$ cat src/rtl/note_env_if.sv
// Voice/mixer-facing signal bundle for the ADSR envelope stage.
// The master drives the note controls and sample; the slave (note_env) returns the enveloped sample and status.
interface note_env_if #(
  parameter int PCM_QUANT = 16,
  parameter int ENV_W     = 16
);
  logic                        gate;
  logic        [ENV_W-1:0]     atk;
  logic        [ENV_W-1:0]     dec;
  logic        [ENV_W-1:0]     sus;
  logic        [ENV_W-1:0]     rel;
  logic signed [PCM_QUANT-1:0] x;
  logic                        clr_note;
  logic signed [PCM_QUANT-1:0] y;
  logic        [ENV_W-1:0]     level;
  logic                        active;

  // Streaming, no handshake: x is taken every clk, and y is the product of that x and the level one clk later.
  modport master (
    output gate, atk, dec, sus, rel, x,
    input  clr_note, y, level, active
  );

  modport slave (
    input  gate, atk, dec, sus, rel, x,
    output clr_note, y, level, active
  );
endinterface

$ cat src/rtl/note_env.sv
// ADSR amplitude envelope for one note voice: scales the voice sample by the level and drives the voice clr input.
// Optional NOTE_ENV_RETRIGGER_EN: a rise in RELEASE or SUSTAIN restarts hard from 0 with a 1-cycle clr_note pulse.
module note_env #(
  parameter int TICK_DIV  = 256,
  parameter int ENV_W     = 16,
  parameter int PCM_QUANT = 16
) (
  input  logic       clk,
  input  logic       rst_n,
  note_env_if.slave  bus,
  output logic [2:0] dbg_state
);

  typedef enum logic [2:0] {
    S_IDLE    = 3'd0,
    S_ATTACK  = 3'd1,
    S_DECAY   = 3'd2,
    S_SUSTAIN = 3'd3,
    S_RELEASE = 3'd4
  } state_t;

  localparam int              CNT_W   = (TICK_DIV > 1) ? $clog2(TICK_DIV) : 1;
  localparam logic [CNT_W-1:0] CNT_LAST = CNT_W'(TICK_DIV - 1);
  localparam logic [ENV_W-1:0] LVL_MAX  = '1;
  localparam int              PW      = PCM_QUANT + ENV_W + 1;

  state_t             state;
  logic               gate_q;
  logic [CNT_W-1:0]   cnt;
  logic               tick;
  logic               rise;
  logic               fall;
  logic [ENV_W:0]     atk_sum;
  logic [ENV_W:0]     dec_diff;
  logic               atk_full;
  logic               dec_hit;
  logic signed [PW-1:0] p;

  assign tick = (cnt == CNT_LAST);
  assign rise = bus.gate & ~gate_q;
  assign fall = ~bus.gate & gate_q;

  // One bit wider than the level so attack saturates instead of wrapping and decay cannot underflow.
  assign atk_sum  = {1'b0, bus.level} + {1'b0, bus.atk};
  assign dec_diff = {1'b0, bus.level} - {1'b0, bus.dec};
  assign atk_full = (bus.atk == '0) || (atk_sum >= {1'b0, LVL_MAX});
  assign dec_hit  = (bus.dec == '0) || dec_diff[ENV_W] || (dec_diff[ENV_W-1:0] <= bus.sus);

  // Level is treated as a non-negative fraction of full scale, so |y| never exceeds |x|.
  assign p = $signed(PW'(bus.x)) * $signed(PW'($signed({1'b0, bus.level})));

  assign dbg_state = state;

  always_ff @(posedge clk or negedge rst_n) begin
    if (!rst_n) begin
      gate_q <= 1'b0;
      cnt    <= '0;
    end else begin
      gate_q <= bus.gate;
      cnt    <= tick ? '0 : cnt + 1'b1;
    end
  end

  always_ff @(posedge clk or negedge rst_n) begin
    if (!rst_n) begin
      bus.y <= '0;
    end else begin
      bus.y <= PCM_QUANT'(p >>> ENV_W);
    end
  end

  // Gate edges are checked before the tick in every state so the level never steps on an edge cycle.
  always_ff @(posedge clk or negedge rst_n) begin
    if (!rst_n) begin
      state        <= S_IDLE;
      bus.level    <= '0;
      bus.clr_note <= 1'b1;
      bus.active   <= 1'b0;
    end else begin
      case (state)
        S_IDLE: begin
          bus.level    <= '0;
          bus.clr_note <= 1'b1;
          if (rise) begin
            state        <= S_ATTACK;
            bus.clr_note <= 1'b0;
            bus.active   <= 1'b1;
          end
        end
        S_ATTACK: begin
          bus.clr_note <= 1'b0;
          if (fall) begin
            state <= S_RELEASE;
          end else if (tick) begin
            if (atk_full) begin
              bus.level <= LVL_MAX;
              state     <= S_DECAY;
            end else begin
              bus.level <= atk_sum[ENV_W-1:0];
            end
          end
        end
        S_DECAY: begin
          if (fall) begin
            state <= S_RELEASE;
          end else if (bus.level <= bus.sus) begin
            bus.level <= bus.sus;
            state     <= S_SUSTAIN;
          end else if (tick) begin
            if (dec_hit) begin
              bus.level <= bus.sus;
              state     <= S_SUSTAIN;
            end else begin
              bus.level <= dec_diff[ENV_W-1:0];
            end
          end
        end
        S_SUSTAIN: begin
          if (fall) begin
            state <= S_RELEASE;
`ifdef NOTE_ENV_RETRIGGER_EN
          end else if (rise) begin
            bus.clr_note <= 1'b1;
            bus.level    <= '0;
            state        <= S_ATTACK;
`endif
          end else begin
            bus.level <= bus.sus;
          end
        end
        S_RELEASE: begin
          if (rise) begin
`ifdef NOTE_ENV_RETRIGGER_EN
            bus.clr_note <= 1'b1;
            bus.level    <= '0;
`endif
            state <= S_ATTACK;
          end else if (tick) begin
            if ((bus.rel == '0) || (bus.level <= bus.rel)) begin
              bus.level    <= '0;
              bus.clr_note <= 1'b1;
              bus.active   <= 1'b0;
              state        <= S_IDLE;
            end else begin
              bus.level <= bus.level - bus.rel;
            end
          end
        end
        default: begin
          state        <= S_IDLE;
          bus.level    <= '0;
          bus.clr_note <= 1'b1;
          bus.active   <= 1'b0;
        end
      endcase
    end
  end

endmodule
$ cat src/flat_wrapper.sv
// flat-port wrapper written by rule: the top's interface ports become plain ports
module note_env_flat 
#(
  parameter int TICK_DIV  = 256,
  parameter int ENV_W     = 16,
  parameter int PCM_QUANT = 16
)
  (clk, rst_n, dbg_state, bus_gate, bus_atk, bus_dec, bus_sus, bus_rel, bus_x, bus_clr_note, bus_y, bus_level, bus_active);
  note_env_if #(.PCM_QUANT(PCM_QUANT), .ENV_W(ENV_W)) bus_i ();
  input  logic clk;
  input  logic rst_n;
  output logic [2:0] dbg_state;
  input wire logic [$bits(bus_i.gate)-1:0] bus_gate;
  input wire logic [$bits(bus_i.atk)-1:0] bus_atk;
  input wire logic [$bits(bus_i.dec)-1:0] bus_dec;
  input wire logic [$bits(bus_i.sus)-1:0] bus_sus;
  input wire logic [$bits(bus_i.rel)-1:0] bus_rel;
  input wire logic [$bits(bus_i.x)-1:0] bus_x;
  output wire logic [$bits(bus_i.clr_note)-1:0] bus_clr_note;
  output wire logic [$bits(bus_i.y)-1:0] bus_y;
  output wire logic [$bits(bus_i.level)-1:0] bus_level;
  output wire logic [$bits(bus_i.active)-1:0] bus_active;
  assign bus_i.gate = bus_gate;
  assign bus_i.atk = bus_atk;
  assign bus_i.dec = bus_dec;
  assign bus_i.sus = bus_sus;
  assign bus_i.rel = bus_rel;
  assign bus_i.x = bus_x;
  assign bus_clr_note = bus_i.clr_note;
  assign bus_y = bus_i.y;
  assign bus_level = bus_i.level;
  assign bus_active = bus_i.active;
  note_env #(.TICK_DIV(TICK_DIV), .ENV_W(ENV_W), .PCM_QUANT(PCM_QUANT)) u_core (.clk(clk), .rst_n(rst_n), .bus(bus_i), .dbg_state(dbg_state));
endmodule
$ cat config.mk
export PLATFORM = sky130hd
export DESIGN_NAME = note_env_flat
export DESIGN_NICKNAME = d
export VERILOG_FILES = /design/src/rtl/note_env_if.sv /design/src/rtl/note_env.sv /design/src/flat_wrapper.sv
export SDC_FILE = /design/constraint.sdc
export NUM_CORES = 1
export LEC_CHECK = 0
export ABC_AREA = 1
export CAP_MARGIN = 20
export CORE_UTILIZATION = 60
export CTS_BUF_LIST = sky130_fd_sc_hd__clkbuf_8 sky130_fd_sc_hd__clkbuf_16
export CTS_CLUSTER_DIAMETER = 120
export DETAILED_ROUTE_END_ITERATION = 8
export GPL_ROUTABILITY_DRIVEN = 0
export PLACE_DENSITY = 0.85
export SYNTH_ARGS = -nofsm -noshare
export SYNTH_HDL_FRONTEND = slang
export SYNTH_SLANG_ARGS = --single-unit
$ cat constraint.sdc
create_clock -name clk -period 6.35 [get_ports clk]
set_clock_uncertainty 0.2 [all_clocks]
set_input_delay 0.635 -clock clk [delete_from_list [all_inputs] [get_ports clk]]
set_output_delay 0.635 -clock clk [all_outputs]
set_load 0.005 [all_outputs]
==> run notes <==
flow finished, numbers: status=completed, largest net degree at the start of global routing=47, Log Warnings=26, antenna violations before repair=1, number of logic gates=1512, Seq/Total Area, Yosys=7.69%, DRC=0, Yosys chip area=15000 sq um, HPWL after DPL=34800 microns, Reg clk slew, reported paths=0.07 ns, num ports=120, post-layout period usage=96.9%, dominant register cell=dfrtp_1, mean post-synth cell area=6.87 sq um, CTS max path bufs=2, Crit path depth=20, IO Port Bufs=119, ys cells=2182, # Taps=324, Synth Cell Area=15000 sq um, Fillers=1908, Final Util=70.3%, Placed Area=16900 sq um, setup TNS=0 ns, post-synthesis simple-gate area fraction=23.9%, synth warn=0, most frequent CP cell=fa_1, ratio of cells with drive above 1 in the final layout=5.19%, antenna cells=1, max-slew violations=0, core area=24400 sq um, Yosys cell types=46, Worst path slowest cell=fa_1, Synth Net Count=2656, DRT antenna net count=0, nets=2783, AO/OA Area Share=7.66%, Reg area=1150 sq um, number of non-clock inverters=551, fraction of synthesis flops using an asynchronous set or reset pin=100%, most frequent cells in the layout=591 x nand2_1, 543 x inv_1, 196 x fa_1, 195 x ha_1, max-cap viol count=0, Adder Share, Synth=42.5%, First DRT Iteration DRCs=1287, vias in the first global route=15300, Clk Tree Root Cell=clkbuf_16, number of enable flip-flop cells=0, Fin. Hold Viols=0, worst setup path start=bus_x[2], std cell rows=57, CP Data Arrival Time=6.14 ns, worst endpoint required time=6.34 ns, critical path type=in -> reg, Slew headroom=30.6%, CTS tree=yes, crit start category=input port, worst-case reg-to-reg path depth=18, global-route wire length before repair=71300 microns, sequential share of cell area=6.73%, CTS H-tree depth=2, post-route minimum period=6.15 ns, clk cell area share=0.840%, reg2reg setup slack=0.26 ns, die width=160 microns, Non-CTS buffers=193, Clock Latency Late Sink=0.31 ns, ys flops=46, Via Count=14700, fmax=163 MHz, Cells after Synth=2182, delay-heaviest family, CP=adder cells, TritonRoute pass-1 iters=6, post-synthesis mux area share=0%, die height=160 microns, Worst-Margin Slew=1.04 ns, CP cell instances=clkdlybuf4s50_1 > buf_4 > nand2_1 > fa_1 > fa_1 > fa_1 > inv_1 > fa_1 > fa_1 > inv_1 > fa_1 > inv_1 > ha_1 > a21oi_2 > inv_1 > a31oi_2 > o21ai_1 > a211oi_2 > o21ai_2 > xor2_1, dominant kind of cell=logic gates, reg2reg end=u_core.bus.y[11]$_DFF_PN0_, CP bufs+invs=6, most used logic cell in the final layout=nand2_1, Setup crit end kind=register, Area Growth Syn to Fin=14.4%, Signal buf overhead=10.7%, crit-path max FO=10, RSZ-0062 raised after global routing=false, Congestion Overflow GR=0, design area=17100 sq um, Die Footprint=25600 sq um, Gate Area=11500 sq um, Setup Viol. Count Final=0, r2r startpoint=u_core.bus.level[8]$_DFFE_PN0P_, worst setup path endpoint=u_core.bus.y[11]$_DFF_PN0_, via/cell ratio=5.60, Init Core Util=61.4%, Top non-seq family=adder cells, XOR-XNOR Cells, Area Fraction=2.51%, HP Class=in -> async, CP peak stage delay=0.55 ns
==> cells by family (layout without fill, tap and decap cells) <==
group                    count (synthesis)  count (layout)
other                                    0               1
flip-flops                              46              46
XOR/XNOR                                43              43
AND-OR/OR-AND                          203             203
buffers and inverters                  624             752
adder cells (fa/ha/maj)                391             391
AND/OR/NAND/NOR                        875             875
==> timing repair <==
action                                 4_1_cts  5_1_grt
setup endpoints to repair                    0        9
hold buffers                                 0        0
setup buffers                                0        1
gates resized                                0       18
endpoints found under the hold margin        0        0
==> synth_stat cells, types with 3 or more instances <==
| library cell | instances | area share (%) |
|---|---|---|
| fa_1 | 196 | 26 |
| a31oi_1 | 13 | 0.54 |
| nand3b_1 | 8 | 0.40 |
| nand3_1 | 108 | 3.6 |
| a211oi_1 | 4 | 0.20 |
| inv_2 | 5 | 0.13 |
| o22ai_1 | 10 | 0.42 |
| o21bai_1 | 5 | 0.25 |
| nand4_1 | 15 | 0.63 |
| a21oi_1 | 103 | 3.4 |
| o21ai_1 | 8 | 0.27 |
| buf_2 | 7 | 0.23 |
| nor2_1 | 115 | 2.9 |
| o21ai_0 | 41 | 1.4 |
| nor2_2 | 3 | 0.13 |
| nor3_1 | 12 | 0.40 |
| inv_1 | 543 | 14 |
| clkbuf_1 | 64 | 1.6 |
| or2_2 | 8 | 0.33 |
| o211ai_1 | 3 | 0.15 |
| dfrtp_1 | 45 | 7.5 |
| nand2_1 | 591 | 15 |
| xnor2_1 | 21 | 1.2 |
| xor2_1 | 22 | 1.3 |
| o21a_1 | 5 | 0.25 |
| nor4_1 | 8 | 0.33 |
| ha_1 | 195 | 16 |
==> registers in the layout, summed over array words and instances (netlist names) <==
signal               flops
u_core.bus.active        1
u_core.cnt               8
u_core.bus.clr_note      1
u_core.bus.y            16
u_core.dbg_state         3
u_core.bus.level        16
u_core.gate_q            1
==> worst min path at each step <==
stage / from / end / cells past startpoint
2_1_floorplan: rst_n / u_core.bus.active$_DFFE_PN0P_ / 0
5_1_grt: rst_n / u_core.dbg_state[2]$_DFFE_PN0P_ / 1
4_1_cts: u_core.cnt[0]$_DFF_PN0_ / u_core.cnt[0]$_DFF_PN0_ / 1
3_5_place_dp: u_core.cnt[0]$_DFF_PN0_ / u_core.cnt[0]$_DFF_PN0_ / 1
6_report: rst_n / u_core.dbg_state[2]$_DFFE_PN0P_ / 1
3_3_place_gp: u_core.cnt[0]$_DFF_PN0_ / u_core.cnt[0]$_DFF_PN0_ / 1
==> routing by layer <==
metal  up-vias  part of all wire (%)  track usage, %
met5         -                     0               0
met1      6863                    38            42.6
li1       6837                     -               -
met2       837                    47            58.3
met3       206                   9.5            5.38
met4         0                   6.0            19.5
==> through the flow <==
step                std cells  hold slack [ns]  setup slack [ns]
floorplan                2182            0.139             0.440
global placement         2624            0.248           -0.0546
detailed placement       2624            0.265            -0.180
CTS                      2632            0.271             0.102
global route             2635            0.118           0.00706
finish                   2635           0.0821             0.199
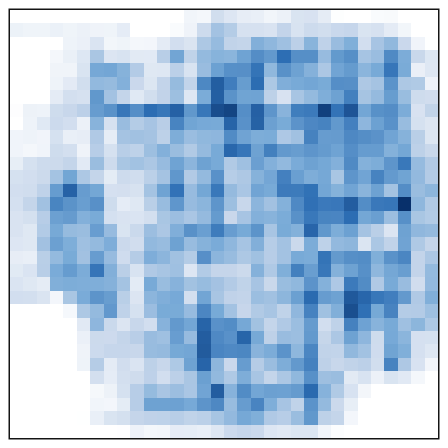
**Above:** signal metal coverage by tile.
The die is cut into 32 by 32 equal tiles; white is low, dark blue is high, scaled to the fullest tile. Values are wire area over tile area, all layers added.
densest ninth of the die: east
nearly empty tiles: 12%
emptiest ninth of the die: south-west
total track usage: 34.7%
Avg WL per Cell: 16.3 microns
Routed WL: 43000 microns

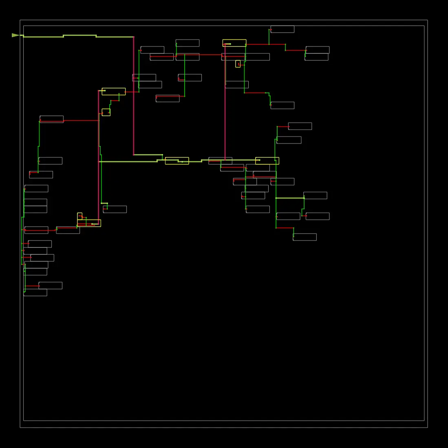
**Above:** clock nets.
clk_buf instances: 5
Sink Count: 46
TritonCTS buffer count: 5
flip-flops: 46

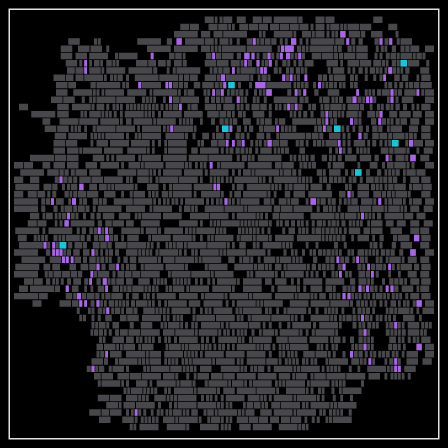
**Above:** gate-type map.
legend:
  NOR gates:
    color: purple
    cells: 140
  AND-OR and OR-AND gates:
    color: cyan
    cells: 7
Comb/total area: 67.2%
non-filler cells, final: 2635

